===== config.mk =====
export PLATFORM = sky130hd
export DESIGN_NAME = ultrasonic_scan_scheduler
export DESIGN_NICKNAME = d
export VERILOG_FILES = /design/src/rtl/ultrasonic_scan_scheduler.sv
export SDC_FILE = /design/constraint.sdc
export NUM_CORES = 1
export LEC_CHECK = 0
export ABC_AREA = 1
export CORE_MARGIN = 1
export CORE_UTILIZATION = 50
export CTS_BUF_LIST = sky130_fd_sc_hd__clkbuf_8
export DETAILED_ROUTE_END_ITERATION = 6
export MAX_ROUTING_LAYER = met4
export PLACE_DENSITY = 0.7
export SLEW_MARGIN = 5
export SYNTH_ARGS = -nofsm -noshare
export SYNTH_HDL_FRONTEND = slang
export SYNTH_SLANG_ARGS = --single-unit

===== constraint.sdc =====
create_clock -name hw_clk -period 3.1 [get_ports hw_clk]
set_clock_uncertainty 0.15 [all_clocks]
set_input_delay 0.465 -clock hw_clk [delete_from_list [all_inputs] [get_ports hw_clk]]
set_output_delay 0.465 -clock hw_clk [all_outputs]
set_load 0.05 [all_outputs]

===== src/rtl/ultrasonic_scan_scheduler.sv =====
// Round-robin scheduler sharing one ultrasonic ranging engine between several
// HC-SR04-style sensors; each measurement is handed downstream on a valid/ready port.
module ultrasonic_scan_scheduler #(
  parameter int NUM_SENSORS     = 2,
  parameter int TRIG_CYCLES     = 120,
  parameter int TIMEOUT_CYCLES  = 360000,
  parameter int COOLDOWN_CYCLES = 120000,
  parameter int CNT_W           = 20,
  localparam int IDW = (NUM_SENSORS > 1) ? $clog2(NUM_SENSORS) : 1
) (
  input  logic                   hw_clk,
  input  logic                   rst_n,
  input  logic                   enable,
  input  logic [NUM_SENSORS-1:0] sensor_mask,
  input  logic [NUM_SENSORS-1:0] echo,
  output logic [NUM_SENSORS-1:0] trig,
  output logic                   res_valid,
  input  logic                   res_ready,
  output logic [IDW-1:0]         res_id,
  output logic [CNT_W-1:0]       res_count,
  output logic                   res_timeout,
  output logic                   busy
);

  // state       | meaning
  // S_IDLE      | parked, waiting for enable with a non-empty mask
  // S_SELECT    | pick next masked sensor after the last one served
  // S_TRIGGER   | drive trig[sel] for TRIG_CYCLES clocks
  // S_WAIT_RISE | wait for a fresh echo rising edge, bounded by timeout
  // S_MEASURE   | count echo high time, saturating at TIMEOUT_CYCLES
  // S_REPORT    | hold result word until the consumer takes it
  // S_COOLDOWN  | let ringing die out before the next trigger
  typedef enum logic [2:0] {
    S_IDLE, S_SELECT, S_TRIGGER, S_WAIT_RISE, S_MEASURE, S_REPORT, S_COOLDOWN
  } state_t;

  localparam int MAX_TA = (TRIG_CYCLES > TIMEOUT_CYCLES) ? TRIG_CYCLES : TIMEOUT_CYCLES;
  localparam int MAX_T  = (MAX_TA > COOLDOWN_CYCLES) ? MAX_TA : COOLDOWN_CYCLES;
  localparam int TMR_W  = $clog2(MAX_T + 1);

  localparam logic [TMR_W-1:0] TRIG_LOAD = TMR_W'(TRIG_CYCLES - 1);
  localparam logic [TMR_W-1:0] RISE_LOAD = TMR_W'(TIMEOUT_CYCLES - 1);
  localparam logic [TMR_W-1:0] COOL_LOAD = TMR_W'(COOLDOWN_CYCLES - 1);
  localparam logic [TMR_W-1:0] TMR_ONE   = TMR_W'(1);
  localparam logic [CNT_W-1:0] CNT_ONE   = CNT_W'(1);
  localparam logic [CNT_W-1:0] CNT_SAT   = CNT_W'(TIMEOUT_CYCLES);
  localparam logic [IDW-1:0]   LAST_RST  = IDW'(NUM_SENSORS - 1);

  state_t                 state_q, state_d;
  logic [TMR_W-1:0]       timer_q, timer_d;
  logic [CNT_W-1:0]       count_q, count_d;
  logic [IDW-1:0]         sel_q, sel_d;
  logic [IDW-1:0]         last_q, last_d;
  logic [NUM_SENSORS-1:0] trig_q, trig_d;
  logic                   res_valid_q, res_valid_d;
  logic [IDW-1:0]         res_id_q, res_id_d;
  logic [CNT_W-1:0]       res_count_q, res_count_d;
  logic                   res_timeout_q, res_timeout_d;
  logic                   busy_q, busy_d;
  logic [NUM_SENSORS-1:0] sync1_q, sync1_d;
  logic [NUM_SENSORS-1:0] sync2_q, sync2_d;
  logic [NUM_SENSORS-1:0] prev_q, prev_d;

  logic           nxt_found;
  logic [IDW-1:0] nxt_idx;
  int             cand;
  logic           echo_now;
  logic           echo_rise;

  // Scan forward from the sensor after last_q, wrapping, for the first masked-in one.
  always_comb begin
    nxt_found = 1'b0;
    nxt_idx   = '0;
    cand      = 0;
    for (int i = 1; i <= NUM_SENSORS; i++) begin
      cand = (int'(last_q) + i) % NUM_SENSORS;
      if (!nxt_found && sensor_mask[IDW'(cand)]) begin
        nxt_found = 1'b1;
        nxt_idx   = IDW'(cand);
      end
    end
  end

  assign echo_now  = sync2_q[sel_q];
  assign echo_rise = echo_now & ~prev_q[sel_q];

  always_comb begin
    state_d       = state_q;
    timer_d       = timer_q;
    count_d       = count_q;
    sel_d         = sel_q;
    last_d        = last_q;
    trig_d        = trig_q;
    res_valid_d   = res_valid_q;
    res_id_d      = res_id_q;
    res_count_d   = res_count_q;
    res_timeout_d = res_timeout_q;
    sync1_d       = echo;
    sync2_d       = sync1_q;
    prev_d        = sync2_q;

    case (state_q)
      S_IDLE: begin
        if (enable && (sensor_mask != '0)) state_d = S_SELECT;
      end
      S_SELECT: begin
        if (nxt_found) begin
          sel_d           = nxt_idx;
          trig_d          = '0;
          trig_d[nxt_idx] = 1'b1;
          timer_d         = TRIG_LOAD;
          state_d         = S_TRIGGER;
        end else begin
          state_d = S_IDLE;
        end
      end
      S_TRIGGER: begin
        if (timer_q == '0) begin
          trig_d  = '0;
          timer_d = RISE_LOAD;
          state_d = S_WAIT_RISE;
        end else begin
          timer_d = timer_q - TMR_ONE;
        end
      end
      S_WAIT_RISE: begin
        // Edge, not level: an echo still high from before the trigger is not a reply.
        if (echo_rise) begin
          count_d = CNT_ONE;
          state_d = S_MEASURE;
        end else if (timer_q == '0) begin
          res_id_d      = sel_q;
          res_count_d   = '0;
          res_timeout_d = 1'b1;
          res_valid_d   = 1'b1;
          state_d       = S_REPORT;
        end else begin
          timer_d = timer_q - TMR_ONE;
        end
      end
      S_MEASURE: begin
        if (!echo_now) begin
          res_id_d      = sel_q;
          res_count_d   = count_q;
          res_timeout_d = 1'b0;
          res_valid_d   = 1'b1;
          state_d       = S_REPORT;
        end else if ((count_q + CNT_ONE) == CNT_SAT) begin
          res_id_d      = sel_q;
          res_count_d   = CNT_SAT;
          res_timeout_d = 1'b1;
          res_valid_d   = 1'b1;
          state_d       = S_REPORT;
        end else begin
          count_d = count_q + CNT_ONE;
        end
      end
      S_REPORT: begin
        if (res_ready) begin
          res_valid_d = 1'b0;
          last_d      = sel_q;
          timer_d     = COOL_LOAD;
          state_d     = S_COOLDOWN;
        end
      end
      S_COOLDOWN: begin
        if (timer_q == '0) begin
          state_d = enable ? S_SELECT : S_IDLE;
        end else begin
          timer_d = timer_q - TMR_ONE;
        end
      end
      default: state_d = S_IDLE;
    endcase

    busy_d = (state_d != S_IDLE);
  end

  always_ff @(posedge hw_clk or negedge rst_n) begin
    if (!rst_n) begin
      state_q       <= S_IDLE;
      timer_q       <= '0;
      count_q       <= '0;
      sel_q         <= '0;
      last_q        <= LAST_RST;
      trig_q        <= '0;
      res_valid_q   <= 1'b0;
      res_id_q      <= '0;
      res_count_q   <= '0;
      res_timeout_q <= 1'b0;
      busy_q        <= 1'b0;
      sync1_q       <= '0;
      sync2_q       <= '0;
      prev_q        <= '0;
    end else begin
      state_q       <= state_d;
      timer_q       <= timer_d;
      count_q       <= count_d;
      sel_q         <= sel_d;
      last_q        <= last_d;
      trig_q        <= trig_d;
      res_valid_q   <= res_valid_d;
      res_id_q      <= res_id_d;
      res_count_q   <= res_count_d;
      res_timeout_q <= res_timeout_d;
      busy_q        <= busy_d;
      sync1_q       <= sync1_d;
      sync2_q       <= sync2_d;
      prev_q        <= prev_d;
    end
  end

  assign trig        = trig_q;
  assign res_valid   = res_valid_q;
  assign res_id      = res_id_q;
  assign res_count   = res_count_q;
  assign res_timeout = res_timeout_q;
  assign busy        = busy_q;

endmodule

Metal 1:
Supply wires on this layer in gray.
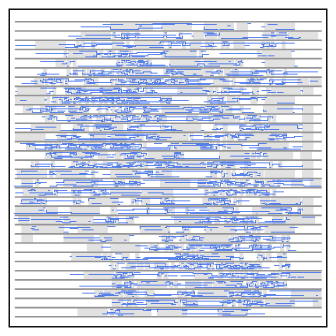
main direction = horizontal
nets with wire on the layer = 549
grt met1 use: 35.54%
Total Wirelength: 9375 um
via count: 3716

Cells colored by class:
Scale bar: 20 um.
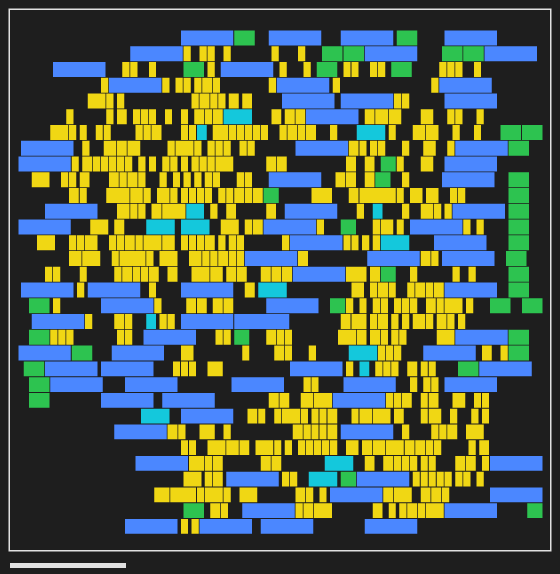
blue -> flops  # cells 76
yellow -> combinational and other logic  # cells 463
green -> other buffers and delay cells  # cells 41
cyan -> clock drivers and dummy loads  # cells 15

Clock network drawn from the DEF:
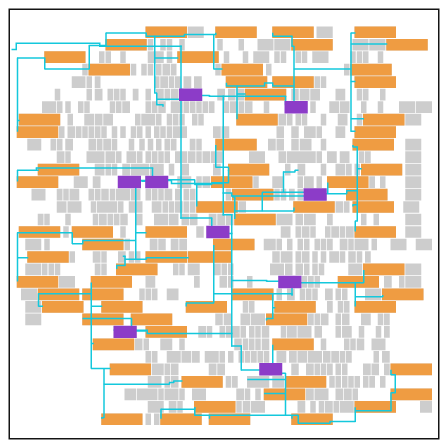
cyan -> clock wires  # length 960 um
orange -> flip-flops  # count 76
purple -> clock drivers  # count 9
flops lie = widely spread
routed clock nets = 10

==> reports/qor.csv <==
stage,metric,value,unit
run_status,status,"complete, no violations",
routing,DRT antenna net count,0,
cells_and_area,Logic area,0.001923,mm^2
cells_and_area,NonClk Buf Share,8.169,%
yosys,syn_area_per_cell,7.500,um^2
setup_path,Crit path top cell by count,nand2_1,
setup_path,CP Buf/Inv Count,1,
placement,"worst slack, placed",374.2,ps
timing,endpoints failing setup,0,
cells_and_area,clk cell area share,3.505,%
timing,Max Clk Rate,0.3636,GHz
cts,post-CTS setup buffers,0,
cts,cts repair resizes,0,
placement,Placed Area,0.004582,mm^2
cells_and_area,layout cells sized above 1,7.563,%
cells_and_area,Flop area,0.001903,mm^2
timing,worst-margin pin slew,928.1,ps
placement,dpl hpwl,6705,um
setup_path,RR Endpoint,count_q[0]$_DFFE_PN0P_,
flow_run,Max Cap Violations,0,
yosys,simple-gate area share of the yosys netlist,31.71,%
yosys,Mapped Nets,565,
cts,Clock Latency Late Sink,350,ps
global_routing,largest net degree at the start of global routing,77,
cells_and_area,# diodes,0,
yosys,register bit count reported by yosys,76,
cells_and_area,fraction of area in multi-input gates,40.50,%
yosys,Yosys warning total,0,
setup_path,Crit. End Element,flop,
yosys,MUX area fraction,0,%
yosys,Synth top cell by count,nand2_1,
setup_path,R2R depth,14,
setup_path,crit-path max cell delay,420,ps
yosys,"top comb family, area",simple AND/OR/NAND/NOR gates,
cells_and_area,non-clock buffer count,41,
yosys,Synth top cells by count,"nand2_1, dfrtp_1, inv_1, nor2_1, nand3_1",
timing,"Slew Viols, Final",0,
cts,total CTS buffers,9,
routing,Detailed Route Iter0 Violations,201,
yosys,adder share,0.6011,%
setup_path,CP required,3190,ps
cells_and_area,fillers,702,
cts,root buf cell,clkbuf_8,
setup_path,cells along the critical path,ha_1 > nand2_1 > nor2_2 > nand2_1 > nor2_1 > xor2_1 > nand2_1 > nor2_1 > nand3_1 > nand3_2 > buf_4 > nand2_4 > o21ai_2 > nand2_1,
yosys,Top cell area share,45.09,%
yosys,cell type with the largest total area,dfrtp_1,
timing,slew margin rel.,38.12,%
cells_and_area,Largest cell class,combinational gates,
timing,Final min period,2750,ps
setup_path,cell class contributing the biggest share of worst-path delay,simple AND/OR/NAND/NOR gates,
yosys,AND-OR/OR-AND share of the synthesized area,9.678,%
timing,Final WS setup,349.5,ps
yosys,Synth Instances,555,
pwr,leakage power,2.368,nW
cells_and_area,final core occ,60.20,%
setup_path,crit start category,flop,
timing,final hold slack,106.8,ps
global_routing,initial antenna violation count,0,
cells_and_area,Flops,76,
placement,gp weighted congestion,0.9244,
timing,fin crit share,88.73,%
yosys,"EDFF count, synth",0,
cells_and_area,Inverters,64,
placement,placed insts,682,
routing,wire per inst,13.45,um
timing,RSZ-0062 raised after global routing,false,
floorplan,# IOs,34,
cells_and_area,Comb gates,399,
routing,DRC Markers,0,
global_routing,vias in the first global route,3337,
floorplan,Core ar.,0.007888,mm^2
yosys,Yosys cell types,36,
setup_path,reg2reg start,count_q[0]$_DFFE_PN0P_,
floorplan,Die Area,0.008695,mm^2
floorplan,standard-cell rows,32,
==> flip-flops by register name, indices dropped and copies added, names as in the netlist <==
name	flops
timer_q	19
res_count	20
state_q	3
res_id	1
prev_q	2
last_q	1
prev_d	2
busy	1
res_timeout	1
sel_q	1
res_valid	1
trig	2
count_q	20
sync1_q	2
==> routing by layer <==
metal  share of wire (%)  vias to the layer above  track usage (%)
met1                  51                     1719            35.54
li1                    -                     1852                -
met2                  41                      128            33.82
met4                 1.5                        0            6.795
met5                   0                        -                -
met3                 6.9                       17            5.935
==> power breakdown <==
part	switching [W]	internal, W	leakage (nW)
combinational	0.000994	0.000444	1.28
sequential	0.000141	0.00118	0.995
clock	0.000358	0.000304	0.0917
Power is estimated from default activity; no workload was simulated.
